<file path="src/rtl/pipelined_csel_adder.sv">
// Pipelined carry-select adder/subtractor: one SEG-bit segment is resolved per stage,
// with a global stall for backpressure and registered carry/overflow/zero flags.
module pipelined_csel_adder #(
    parameter int WIDTH  = 32,
    parameter int STAGES = 4
) (
    input  logic             clk,
    input  logic             rst,
    input  logic             in_valid,
    output logic             in_ready,
    input  logic [WIDTH-1:0] a,
    input  logic [WIDTH-1:0] b,
    input  logic             cin,
    input  logic             sub,
    output logic             out_valid,
    input  logic             out_ready,
    output logic [WIDTH-1:0] sum,
    output logic             cout,
    output logic             overflow,
    output logic             zero
);
    localparam int SEG = WIDTH / STAGES;
    localparam logic [SEG:0] ONE = {{SEG{1'b0}}, 1'b1};

    // Per-stage state: operands stay full width, only segment k is consumed in stage k.
    logic             valid_q [STAGES];
    logic             carry_q [STAGES];
    logic [WIDTH-1:0] res_q   [STAGES];
    logic [WIDTH-1:0] opa_q   [STAGES];
    logic [WIDTH-1:0] opb_q   [STAGES];
    logic             amsb_q  [STAGES];
    logic             bmsb_q  [STAGES];

    logic [WIDTH-1:0] res_d   [STAGES];
    logic             carry_d [STAGES];

    logic             out_valid_q;
    logic [WIDTH-1:0] sum_q;
    logic             cout_q;
    logic             overflow_q;
    logic             zero_q;

    logic             stall;
    logic [WIDTH-1:0] bb_in;
    logic             c0_in;

    assign stall    = out_valid_q && !out_ready;
    assign in_ready = !stall;
    assign bb_in    = sub ? ~b : b;
    assign c0_in    = sub ? 1'b1 : cin;

    always_comb begin
        logic [SEG:0] lo;
        logic [SEG:0] hi;
        // NOTE: every variable gets a value before any branch so no latch is inferred.
        lo = '0;
        hi = '0;
        for (int k = 0; k < STAGES; k++) begin
            lo = {1'b0, opa_q[k][k*SEG +: SEG]} + {1'b0, opb_q[k][k*SEG +: SEG]};
            hi = {1'b0, opa_q[k][k*SEG +: SEG]} + {1'b0, opb_q[k][k*SEG +: SEG]} + ONE;
            res_d[k]                 = res_q[k];
            res_d[k][k*SEG +: SEG]   = carry_q[k] ? hi[SEG-1:0] : lo[SEG-1:0];
            carry_d[k]               = carry_q[k] ? hi[SEG] : lo[SEG];
        end
    end

    always_ff @(posedge clk or posedge rst) begin
        if (rst) begin
            // NOTE: these are pipeline registers, not a memory, so every one is cleared.
            for (int k = 0; k < STAGES; k++) begin
                valid_q[k] <= 1'b0;
                carry_q[k] <= 1'b0;
                res_q[k]   <= '0;
                opa_q[k]   <= '0;
                opb_q[k]   <= '0;
                amsb_q[k]  <= 1'b0;
                bmsb_q[k]  <= 1'b0;
            end
            out_valid_q <= 1'b0;
            sum_q       <= '0;
            cout_q      <= 1'b0;
            overflow_q  <= 1'b0;
            zero_q      <= 1'b0;
        end else if (!stall) begin
            // NOTE: non-blocking so every stage samples its predecessor's old value.
            valid_q[0] <= in_valid;
            carry_q[0] <= c0_in;
            res_q[0]   <= '0;
            opa_q[0]   <= a;
            opb_q[0]   <= bb_in;
            amsb_q[0]  <= a[WIDTH-1];
            bmsb_q[0]  <= bb_in[WIDTH-1];
            for (int k = 1; k < STAGES; k++) begin
                valid_q[k] <= valid_q[k-1];
                carry_q[k] <= carry_d[k-1];
                res_q[k]   <= res_d[k-1];
                opa_q[k]   <= opa_q[k-1];
                opb_q[k]   <= opb_q[k-1];
                amsb_q[k]  <= amsb_q[k-1];
                bmsb_q[k]  <= bmsb_q[k-1];
            end
            // Last segment resolves straight into the output registers.
            out_valid_q <= valid_q[STAGES-1];
            sum_q       <= res_d[STAGES-1];
            cout_q      <= carry_d[STAGES-1];
            overflow_q  <= (amsb_q[STAGES-1] == bmsb_q[STAGES-1]) &&
                           (res_d[STAGES-1][WIDTH-1] != amsb_q[STAGES-1]);
            zero_q      <= (res_d[STAGES-1] == '0);
        end
    end

    assign out_valid = out_valid_q;
    assign sum       = sum_q;
    assign cout      = cout_q;
    assign overflow  = overflow_q;
    assign zero      = zero_q;

endmodule

</file>
<file path="config.mk">
export PLATFORM = sky130hd
export DESIGN_NAME = pipelined_csel_adder
export DESIGN_NICKNAME = d
export VERILOG_FILES = /design/src/rtl/pipelined_csel_adder.sv
export SDC_FILE = /design/constraint.sdc
export NUM_CORES = 1
export LEC_CHECK = 0
export CAP_MARGIN = 20
export CORE_AREA = 5 5 144 146
export CTS_CLUSTER_SIZE = 20
export DETAILED_ROUTE_END_ITERATION = 12
export DIE_AREA = 0 0 149 151
export MAX_ROUTING_LAYER = met4
export PLACE_DENSITY = 0.89
export SLEW_MARGIN = 10
export SYNTH_ARGS = -nofsm -noshare
export SYNTH_HDL_FRONTEND = slang
export SYNTH_SLANG_ARGS = --single-unit
export TNS_END_PERCENT = 50
</file>
<file path="constraint.sdc">
create_clock -name clk -period 20.8 [get_ports clk]
set_clock_uncertainty 0.05 [all_clocks]
set_input_delay 6.24 -clock clk [delete_from_list [all_inputs] [get_ports clk]]
set_output_delay 6.24 -clock clk [all_outputs]
set_load 0.05 [all_outputs]
</file>
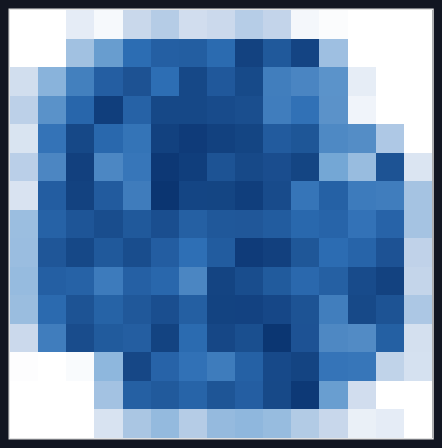
Figure 1: cell density map.
15 x 15 tiles, from white (low) to dark blue (high), 0 to 100% covered.
The fullest tile reaches 98%. The emptiest ninth of the die: upper right. 51% of the tiles are over 75% full.

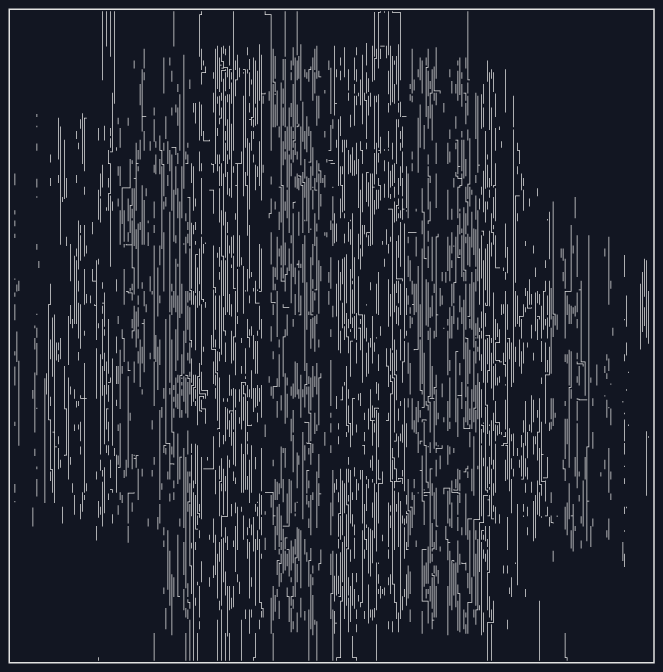
Figure 2: signal wires on met2.
The longest straight run is 58.5 um. The wires run mostly vertical. 1188 nets have wire on it. The layer holds 48% of the routed length.

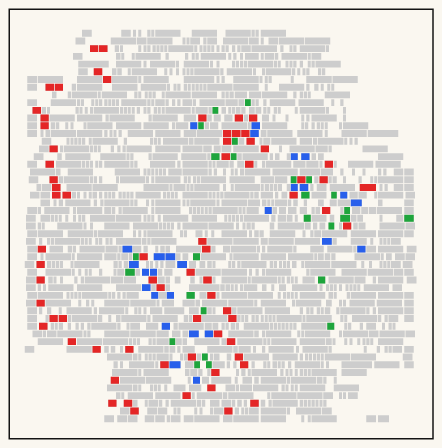
Figure 3: selected gate families.
Key: blue = AND-OR and OR-AND gates [cells 27, most used a21o_1]; green = AND and OR gates [cells 26, most used and3_1]; red = XOR/XNOR gates [cells 69, most used xnor2_1]

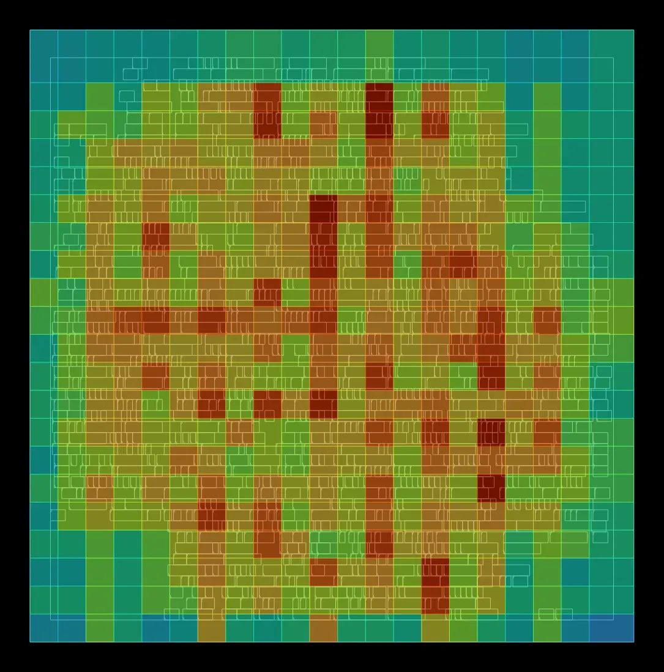
Figure 4: congestion heat map.
M1 GR Usage: 31.0%
gr usage total: 22.3%
final core occ: 71.4%
WL/cell: 14.2 um

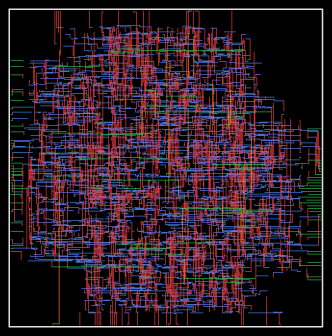
Figure 5: routed metal, one colour a layer.
Key: orange = metal 4 [wire length 392 um]; red = metal 2 [wire length 11200 um]; green = metal 3 [wire length 1130 um]; blue = metal 1 [wire length 10800 um]
vias: 8889
Total Wirelength: 23.5 mm

==> out/metrics.cfg <==
[run_status]
status=completed

[timing]
setup_viol=0
final_max_slew_viol_count=0
setup-tns-final_ns=0
finalWorstSetupSlack_ns=5.52
rsz0062_at_grt=no
hold_viol_final=0

[die]
fp_util_pct=60.5
die_h_um=151
core_area_mm2=0.0193

[clock_network]
cts-root-buf=clkbuf_16
cts_hold_buf=0
cts_setup_buffers=0

[final_layout]
final_cell_mix=608 x nand2_1, 252 x dfrtp_1, 105 x clkdlybuf4s50_1, 57 x xnor2_1, 53 x o21ai_0
final_nets=1485
design_area_mm2=0.0138
lay_top_count=nand2_1

[pwr]
leakagePower_nw=6.67
power.total_mw=2.43

[drt]
drcViolationCount=0

[placed_design]
dp_hpwl_mm=15.4
placed_area_mm2=0.0129

[grt]
antenna_found_initial=0
grt-busiest-layer=met2
grt_max_degree=123
grt_use_met3_pct=3.23
met2_usage_pct=35.5

[yosys]
largest_area_cell=dfrtp_1
ys.flops=252
ys_seq_share_pct=54.1
ys_cells=1296
fp_nets=1406

[worst_setup_path]
crit_fanout=110

[worst_hold_path]
worst_hold_path_type=flip-flop to flip-flop

## cells by family after synthesis
logic type               count (synthesis)  share of synthesized area [%]
AND/OR/NAND/NOR                        714                           25.0
XOR/XNOR                                69                           5.25
flip-flops                             252                           54.1
AND-OR/OR-AND                          145                           8.20
multiplexers                             5                          0.440
buffers and inverters                   71                           2.44
adder cells (fa/ha/maj)                 40                           4.55
## metal layers
metal,part of all wire (%),routed length (um)
met4,1.7,392
met2,48,11200
met3,4.8,1130
met5,0,0
met1,46,10800
## area by class of cell
cell class	instances	area, um^2	share of cell area, %
sequential	252	6310	45.8
multi-input combinational	973	5060	36.8
timing repair buffer	112	1100	8.00
clock buffer	37	731	5.31
tap	265	332	2.41
clock inverter	8	169	1.23
inverter	11	53.8	0.391
## report_power, final
part           internal [mW]  leakage, nW  total [mW]  switching (mW)
Combinational          0.425         3.17        1.09           0.668
Clock                  0.305        0.441       0.486           0.182
Sequential             0.709         3.06       0.852           0.143
## Yosys cell counts, types with 7 or more instances
| cell | instances |
|---|---|
| nor4_1 | 8 |
| xor2_1 | 11 |
| a21oi_1 | 25 |
| nand2_1 | 608 |
| ha_1 | 36 |
| nor2_1 | 26 |
| dfrtp_1 | 252 |
| inv_1 | 10 |
| o21ai_0 | 53 |
| nand3_1 | 13 |
| clkbuf_1 | 54 |
| a21o_1 | 7 |
| o31ai_1 | 7 |
| nor3_1 | 8 |
| xnor2_1 | 57 |
## path summary, 6_finish.rpt
check,depth (start not counted),endpoint,slack (ns),startpoint
max,5,in_ready,5.52,out_ready
min,2,sum[2],0.41,sum[2]
max reg2reg,7,carry_q[1],17.52,out_valid
min reg2reg,2,sum[2],0.41,sum[2]
max in group asynchronous,3,opa_q[90],13.03,rst
min in group asynchronous,2,sum[0],6.19,rst
## flip-flops by register name, indices dropped and copies added, names as in the netlist
register	count
opa_q	80
sum	32
overflow	1
opb_q	80
valid_q	4
out_valid	1
carry_q	4
res_d	48
zero	1
cout	1
## worst max-delay path: stages
cell and delay (ns):
clkdlybuf4s50_1 0.39, and2b_4 0.23, buf_4 0.75, inv_6 0.49, clkdlybuf4s50_1 0.84
Power figures rest on the tool's default switching activity, not on a simulated workload.
